<file path="src/rtl/branch_pc_sequencer.sv">
// branch_pc_sequencer: multi-cycle control-flow sequencer that owns the
// architectural PC. It fetches through a request/ready handshake, decodes the
// opcode into a branch ALU mode, captures the ALU's next PC and retires.
// Traps (illegal opcode, misaligned target, fetch timeout) halt it until reset.
//
// Optional build macro: BRANCH_PC_SEQUENCER_STATS_EN adds retiredCount and
// takenCount.
//
// Ports:
//   clock, reset              rising-edge clock, synchronous active-high reset
//   fetchRequest/fetchAddress fetch request and address (current PC)
//   fetchReady/instruction    fetch response
//   instructionOut            latched instruction under execution
//   pcOfInstruction           PC of the latched instruction
//   branchALUMode             mode driven to the branch ALU
//   programCounterInput       next PC from the branch ALU
//   stall                     datapath busy, hold EXECUTE
//   commitEnable              one-cycle retire pulse (combinational)
//   halted, trapCause         sticky halt flag and first trap cause
//   retiredCount, takenCount  retire / taken counters (stats build only)

typedef enum logic [1:0] {
  INCREMENT = 2'd0,
  JAL       = 2'd1,
  JALR      = 2'd2,
  BRANCH    = 2'd3
} BranchALUMode_t;

module branch_pc_sequencer #(
  parameter logic [31:0] RESET_VECTOR  = 32'h0000_0000,
  parameter int unsigned FETCH_TIMEOUT = 16
) (
  input  logic           clock,
  input  logic           reset,
  output logic           fetchRequest,
  output logic [31:0]    fetchAddress,
  input  logic           fetchReady,
  input  logic [31:0]    instruction,
  output logic [31:0]    instructionOut,
  output logic [31:0]    pcOfInstruction,
  output BranchALUMode_t branchALUMode,
  input  logic [31:0]    programCounterInput,
  input  logic           stall,
  output logic           commitEnable,
  output logic           halted,
  output logic [1:0]     trapCause
`ifdef BRANCH_PC_SEQUENCER_STATS_EN
  ,
  output logic [31:0]    retiredCount,
  output logic [31:0]    takenCount
`endif
);

  localparam int unsigned CNT_W = (FETCH_TIMEOUT < 2) ? 1 : $clog2(FETCH_TIMEOUT);
  localparam logic [CNT_W-1:0] CNT_LAST =
    (FETCH_TIMEOUT == 0) ? '0 : CNT_W'(FETCH_TIMEOUT - 1);

  localparam logic [1:0] TRAP_NONE      = 2'b00;
  localparam logic [1:0] TRAP_ILLEGAL   = 2'b01;
  localparam logic [1:0] TRAP_MISALIGN  = 2'b10;
  localparam logic [1:0] TRAP_TIMEOUT   = 2'b11;

  typedef enum logic [1:0] {
    S_FETCH   = 2'd0,
    S_EXECUTE = 2'd1,
    S_HALT    = 2'd2
  } state_t;

  state_t           state_q, state_d;
  logic [31:0]      pc_q, pc_d;
  logic [31:0]      instr_q, instr_d;
  logic [CNT_W-1:0] count_q, count_d;
  logic             halted_q, halted_d;
  logic [1:0]       trap_q, trap_d;

  BranchALUMode_t   dec_mode;
  logic             dec_illegal;

  // Opcode decode of the latched instruction
  always_comb begin
    dec_mode    = INCREMENT;
    dec_illegal = 1'b0;
    if (instr_q[1:0] != 2'b11) begin
      dec_illegal = 1'b1;
    end else begin
      case (instr_q[6:0])
        7'b1101111: dec_mode = JAL;
        7'b1100111: dec_mode = JALR;
        7'b1100011: dec_mode = BRANCH;
        default:    dec_mode = INCREMENT;
      endcase
    end
  end

  // State register
  always_ff @(posedge clock) begin
    if (reset) begin
      state_q  <= S_FETCH;
      pc_q     <= RESET_VECTOR;
      instr_q  <= '0;
      count_q  <= '0;
      halted_q <= 1'b0;
      trap_q   <= TRAP_NONE;
    end else begin
      state_q  <= state_d;
      pc_q     <= pc_d;
      instr_q  <= instr_d;
      count_q  <= count_d;
      halted_q <= halted_d;
      trap_q   <= trap_d;
    end
  end

  // Next-state and handshake outputs
  always_comb begin
    state_d       = state_q;
    pc_d          = pc_q;
    instr_d       = instr_q;
    count_d       = count_q;
    halted_d      = halted_q;
    trap_d        = trap_q;
    fetchRequest  = 1'b0;
    branchALUMode = INCREMENT;
    commitEnable  = 1'b0;

    case (state_q)
      S_FETCH: begin
        fetchRequest = 1'b1;
        if (fetchReady) begin
          // A response in the timeout cycle still wins.
          instr_d = instruction;
          count_d = '0;
          state_d = S_EXECUTE;
        end else if (FETCH_TIMEOUT != 0) begin
          if (count_q == CNT_LAST) begin
            state_d  = S_HALT;
            halted_d = 1'b1;
            trap_d   = TRAP_TIMEOUT;
          end else begin
            count_d = count_q + CNT_W'(1);
          end
        end
      end

      S_EXECUTE: begin
        branchALUMode = dec_mode;
        // Illegal opcode halts even while the datapath stalls.
        if (dec_illegal) begin
          state_d  = S_HALT;
          halted_d = 1'b1;
          trap_d   = TRAP_ILLEGAL;
        end else if (!stall) begin
          if (programCounterInput[1:0] != 2'b00) begin
            state_d  = S_HALT;
            halted_d = 1'b1;
            trap_d   = TRAP_MISALIGN;
          end else begin
            commitEnable = 1'b1;
            pc_d         = programCounterInput;
            state_d      = S_FETCH;
          end
        end
      end

      S_HALT: begin
        state_d = S_HALT;
      end

      default: begin
        state_d = S_FETCH;
      end
    endcase
  end

  assign fetchAddress    = pc_q;
  assign pcOfInstruction = pc_q;
  assign instructionOut  = instr_q;
  assign halted          = halted_q;
  assign trapCause       = trap_q;

`ifdef BRANCH_PC_SEQUENCER_STATS_EN
  logic [31:0] retired_q;
  logic [31:0] taken_q;

  // Retire and taken-branch counters, wrapping at 2^32
  always_ff @(posedge clock) begin
    if (reset) begin
      retired_q <= '0;
      taken_q   <= '0;
    end else if (commitEnable) begin
      retired_q <= retired_q + 32'd1;
      if (programCounterInput != (pc_q + 32'd4)) begin
        taken_q <= taken_q + 32'd1;
      end
    end
  end

  assign retiredCount = retired_q;
  assign takenCount   = taken_q;
`endif

endmodule
</file>
<file path="config.mk">
export PLATFORM = sky130hd
export DESIGN_NAME = branch_pc_sequencer
export DESIGN_NICKNAME = d
export VERILOG_FILES = /design/src/rtl/branch_pc_sequencer.sv
export SDC_FILE = /design/constraint.sdc
export NUM_CORES = 1
export LEC_CHECK = 0
export ABC_CLOCK_PERIOD_IN_PS = 3600
export CAP_MARGIN = 20
export CORE_MARGIN = 8
export CORE_UTILIZATION = 41
export DETAILED_ROUTE_END_ITERATION = 8
export HOLD_SLACK_MARGIN = 0.08
export PLACE_DENSITY = 0.89
export SLEW_MARGIN = 25
export SYNTH_ARGS = -nofsm -noshare
export SYNTH_HDL_FRONTEND = slang
export SYNTH_SLANG_ARGS = --single-unit
</file>
<file path="constraint.sdc">
create_clock -name clock -period 3.6 [get_ports clock]
set_input_delay 0.36 -clock clock [delete_from_list [all_inputs] [get_ports clock]]
set_output_delay 0.36 -clock clock [all_outputs]
set_load 0.03 [all_outputs]
</file>
### Supply network, run 1

Bar = 20 µm. Pins as bars on the die edge.
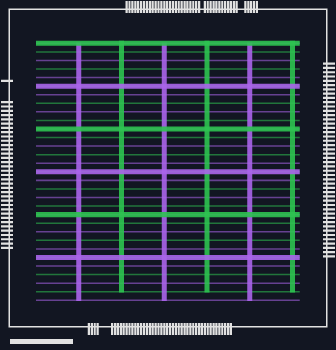
Key: purple = VSS; green = VDD
171 signal pins sit on the boundary. The core has 30 rows. 6 straps on met5. 31 met1 rails follow the rows. 6 straps on met4.

### Placed cells, one color a class, run 1

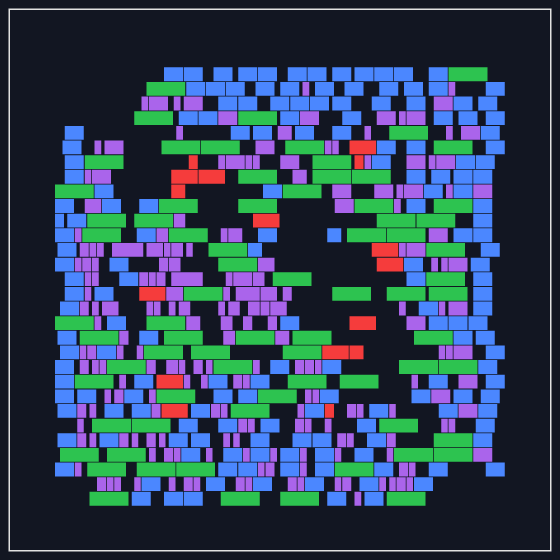
Key: red = clock drivers and dummy loads [cells 16, share of their area 4.1%]; blue = remaining buffers and delay cells [cells 172, share of their area 38%]; purple = remaining logic cells [cells 202, share of their area 25%]; green = registers [cells 73, share of their area 33%]

### Clock wires, drivers and flops, run 1

Bar = 20 µm.
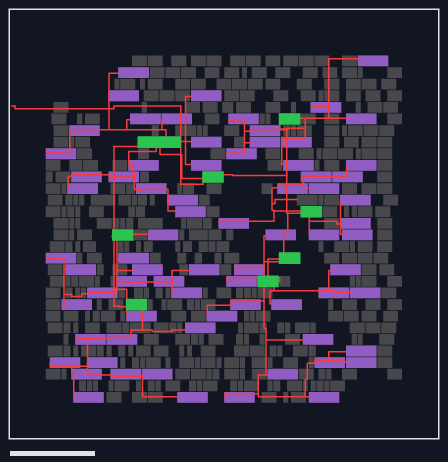
Key: purple = flip-flops [count 73]; green = clock-net drivers [count 9]; red = clock wires [length 859 µm]
There are 10 routed clock nets.
Latency at later pin: 0.33 ns
Clock Power Share: 33.6%
Clk power: 0.578 mW
Final Skew: 0.00759 ns

==> flow_summary.toml, run 1 <==
# synthesis and place-and-route metrics
[final_timing]
slew_viol_final = 0
finalHoldViolCount = 0
setup_violations = 0
setup_ws_ns = 1.09
rsz0062_at_grt = "false"
tightest_slew_ns = 0.823
tns_ns = 0
fin_crit_ns = 2.51
relSlewSlack_pct = 45.1
max_freq_ghz = 0.399

[finish]
nNetsFinal = 527
clock_buffers = 11
lay_top_count = "clkdlybuf4s50_1"
sh_comb_area_pct = 24.3
final-clk-cell-share_pct = 3.95
antenna_cells = 0
drive_gt1_share_pct = 5.18
combGateArea_um2 = 1120
buffers = 172
num-fill-cells = 571
signal_buffer_area_fraction_pct = 37.3
nNonClkInverters = 0
seq_cells = 73
mostFrequentLayoutCells = "clkdlybuf4s50_1 (169), dfxtp_1 (73), nand2_1 (68), nor2_1 (38), a21oi_1 (34)"
area.share.sequential_pct = 31.8
seq_area_um2 = 1460
comb_cells = 202
dominant_cells = "buffers"
fin_area_um2 = 4590

[clock_tree]
ctsResizeCount = 0
cts-root-buf = "clkbuf_8"
numCtsBuffers = 9
clock_sinks = 73
clkTransAtPathRegs_ns = 0.08
clockBufferDepth = 2
cts_tree = "yes"
cts_htree_levels = 3
post_cts_buffers = 0

[worst_setup_path]
path_max_fanout = 4
cpMostUsedCell = "nor2_1"
cp_slowest_cell = "clkdlybuf4s50_1"
cp-end-kind = "output pin"
critPathBufInv = 1
r2r_slack_ns = 1.82
r2r-start = "instructionOut[1]$_SDFFE_PP0P_"
path_class = "flop to output pin"
cp.depth = 5
startpoint_type = "flop"
reg2regPathDepth = 5
cp.required_ns = 3.24
path_delay_family = "simple AND/OR/NAND/NOR gates"
worst_r2r_endpoint = "fetchAddress[19]$_SDFFE_PP0P_"
arrival_ns = 2.15
max_stage_delay_ns = 0.69
path_cells = "nand2b_1 > nor2_1 > nand4b_1 > nor2_1 > clkdlybuf4s50_1"
crit_path_end = "branchALUMode[0]"
worstSetupStartpoint = "state_q[1]$_SDFFE_PP0P_"

[yosys]
compound_area_share_pct = 7.38
yosys_cells = 325
synth_top_cell_by_area = "dfxtp_1"
ys_sh_simple_pct = 18.8
synthMuxAreaShare_pct = 10.6
top_area_share_pct = 50.1
synthXorXnorAreaFrac_pct = 0.901
top_cells_by_count = "dfxtp_1 (73), nand2_1 (69), nor2_1 (38), buf_4 (35), a21oi_1 (34)"
ys_seq_share_pct = 50.1
area_leaders = "dfxtp_1 (50%), mux2i_1 (11%), buf_4 (9.0%)"
avgSynthCellArea_um2 = 8.97
ff_type = "dfxtp_1"
synthTopLogicFamily = "simple AND/OR/NAND/NOR gates"
top_cell = "dfxtp_1"
yosys_area_um2 = 2920
synthCells = 325
edf_count = 0
async_reset_ff_share_pct = 0
synth_flops = 73
fp_nets = 394
yosys_warnings = 0
ys_sh_adder_pct = 0.429
netlist_area_um2 = 2920

[run_status]
outcome = "completed"

[grt]
use_met3_pct = 6.30
antenna_found_initial = 0
grt_use_met2_pct = 29.1
globalRouteOverflowTotal = 0
grt_usage_pct = 16.4
grt_max_degree = 46
grt_pass1_vias = 2644
grt_pass1_wl_um = 13300
busiest_layer = "met2"
grtUsageMet1_pct = 17.1

[floorplanning]
dieArea_um2 = 10100
core_area_um2 = 6830
tap_cells = 96
die_w_um = 100
boundaryPins = 171
fp_util_pct = 42.7

[pwr]
seqPwrFrac_pct = 49.9
p_leak_nw = 1.64
p_switching_mw = 0.461
pwr-share-comb_pct = 16.6
sw_frac_of_total_pct = 26.8
cell_internal_pwr_mw = 1.26
pwr_density_cell_nw_per_um2 = 375
irDropWorstVdd_uv = 250

[worst_hold_path]
hp-class = "flop to flop"
min_from = "instructionOut[13]$_SDFFE_PP0P_"
min_to = "instructionOut[13]$_SDFFE_PP0P_"
worstHoldPathCells = 2

[place]
hpwl_um = 6580
dpl-instance-area_um2 = 4410
numPortBuffers = 170
pre_cts_slack_ns = 1.23
gp_congestion = 0.768

[job]
tool_warnings = 26
drv_cap = 0

[drt]
routed_via_density = 4.76
wire_per_inst_um = 15.4
postRouteWirelength_um = 8610
wl_met2_um = 4400
met3_length_um = 680
wl_met1_um = 3360
first_pass_iters = 4
vias = 2659
maxUsedRoutingLayer = "met4"
drtIter0Drc = 116
[run 1: power groups by stage]
| stage | clock network [mW] | logic (mW) | registers (mW) |
|---|---|---|---|
| after floorplan | 0 | 0.0840 | 0.930 |
| after global placement | 0 | 0.281 | 0.875 |
| after detailed placement | 0 | 0.286 | 0.877 |
| after CTS | 0.596 | 0.287 | 0.859 |
| after global routing | 0.635 | 0.309 | 0.862 |
| final | 0.578 | 0.285 | 0.859 |
[run 1: per-stage QoR]
step	hold WS, ns	instances	power (mW)	utilization, %
after floorplan	0.481	325	1.01	-
after global placement	0.441	543	1.16	64.5
after detailed placement	0.445	543	1.16	64.5
after CTS	0.456	559	1.74	67.2
after global routing	0.468	559	1.81	67.2
final	0.455	559	1.72	67.2
==> run 1 -> run 2 <==
- ABC_CLOCK_PERIOD_IN_PS: 3600 -> 2100
- CORE_UTILIZATION: 41 -> 34
- PLACE_DENSITY: 0.89 -> 0.79
- clock period: 3.6 -> 2.1 ns (I/O delays scaled with it)
==> flow_summary.toml, run 2 <==
# synthesis and place-and-route metrics
[worst_setup_path]
crit_path_end = "branchALUMode[0]"
reg2regPathDepth = 6
r2r_slack_ns = 0.56
startpoint_type = "flop"
worst_r2r_endpoint = "instructionOut[10]$_SDFFE_PP0P_"
max_stage_delay_ns = 0.41
r2r-start = "state_q[0]$_SDFFE_PP0P_"
cpMostUsedCell = "nor2_1"
cp.depth = 5
cp.required_ns = 1.89
path_delay_family = "simple AND/OR/NAND/NOR gates"
worstSetupStartpoint = "state_q[0]$_SDFFE_PP0P_"

[clock_tree]
cts_tree = "yes"
clkTransAtPathRegs_ns = 0.07
numCtsBuffers = 9

[yosys]
synthXorXnorAreaFrac_pct = 0.901
synthCells = 325
area_leaders = "dfxtp_1 (50%), mux2i_1 (11%), buf_4 (9.0%)"
ys_sh_adder_pct = 0.429
async_reset_ff_share_pct = 0
fp_nets = 394
synth_flops = 73
synthMuxAreaShare_pct = 10.6
top_area_share_pct = 50.1
ys_seq_share_pct = 50.1
top_cell = "dfxtp_1"
yosys_cells = 325

[drt]
first_pass_iters = 4
postRouteWirelength_um = 8770
wl_met2_um = 4450
wl_met1_um = 3230
vias = 2673
maxUsedRoutingLayer = "met4"

[worst_hold_path]
worstHoldPathCells = 2
min_from = "reset"

[place]
hpwl_um = 6800
gp_congestion = 0.776

[grt]
globalRouteOverflowTotal = 0
antenna_found_initial = 0
grt_pass1_vias = 2625
grtUsageMet1_pct = 14.6
grt_use_met2_pct = 25.0

[final_timing]
relSlewSlack_pct = 68.6
tns_ns = 0
fin_skew_ns = 0.0118
fin_crit_ns = 1.92
finalHoldViolCount = 0
setup_ws_ns = 0.178

[run_status]
outcome = "completed"

[finish]
drive_gt1_share_pct = 6.37
seq_area_um2 = 1460
fin_area_um2 = 4700
antenna_cells = 0
final_cell_count_no_fill = 576
lay_top_count = "clkdlybuf4s50_1"

[pwr]
irDropWorstVdd_uv = 442
pwr_density_cell_nw_per_um2 = 677
sw_frac_of_total_pct = 25.0
seqPwrFrac_pct = 46.2
pwr-share-comb_pct = 16.0
clockPowerShare_pct = 37.8

[floorplanning]
core_area_um2 = 8260
boundaryPins = 171
dieArea_um2 = 11800

[job]
drv_cap = 0
run 2: cell counts after synthesis:
No cell type changed its count.
run 2: power by group through the flow:
| stage | logic [mW] | registers (mW) | clock network [mW] |
|---|---|---|---|
| floorplan | 0.144 | 1.59 | 0 |
| global placement | 0.508 | 1.50 | 0 |
| detailed placement | 0.513 | 1.50 | 0 |
| CTS | 0.517 | 1.47 | 1.24 |
| global route | 0.549 | 1.48 | 1.31 |
| finish | 0.510 | 1.47 | 1.20 |
run 2: layout make-up:
cell class              count  share of cell area [%]
repair buffers            180                    37.8
flip-flops and latches     73                    31.1
multi-input cells         202                    23.6
clock buffers              11                    3.01
well taps                 105                    2.79
clock inverters             5                    1.68
### Placed cells, one color a class, run 2

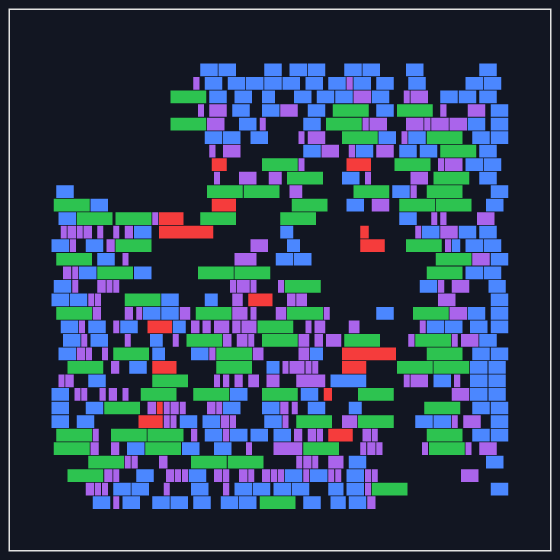
Key: purple = remaining logic cells [cells 202, share of their area 24%]; green = registers [cells 73, share of their area 32%]; blue = remaining buffers and delay cells [cells 180, share of their area 39%]; red = clock drivers and dummy loads [cells 16, share of their area 4.8%]

### Metal layers overlaid, run 2

Bar = 20 µm.
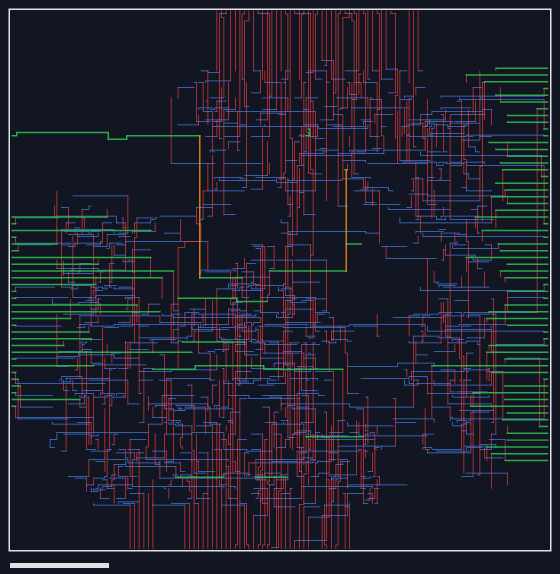
Key: green = M3 [wire length 1,030 µm]; orange = M4 [wire length 49.0 µm]; blue = M1 [wire length 3,230 µm]; red = M2 [wire length 4,450 µm]

Power figures rest on the tool's default switching activity, not on a simulated workload.
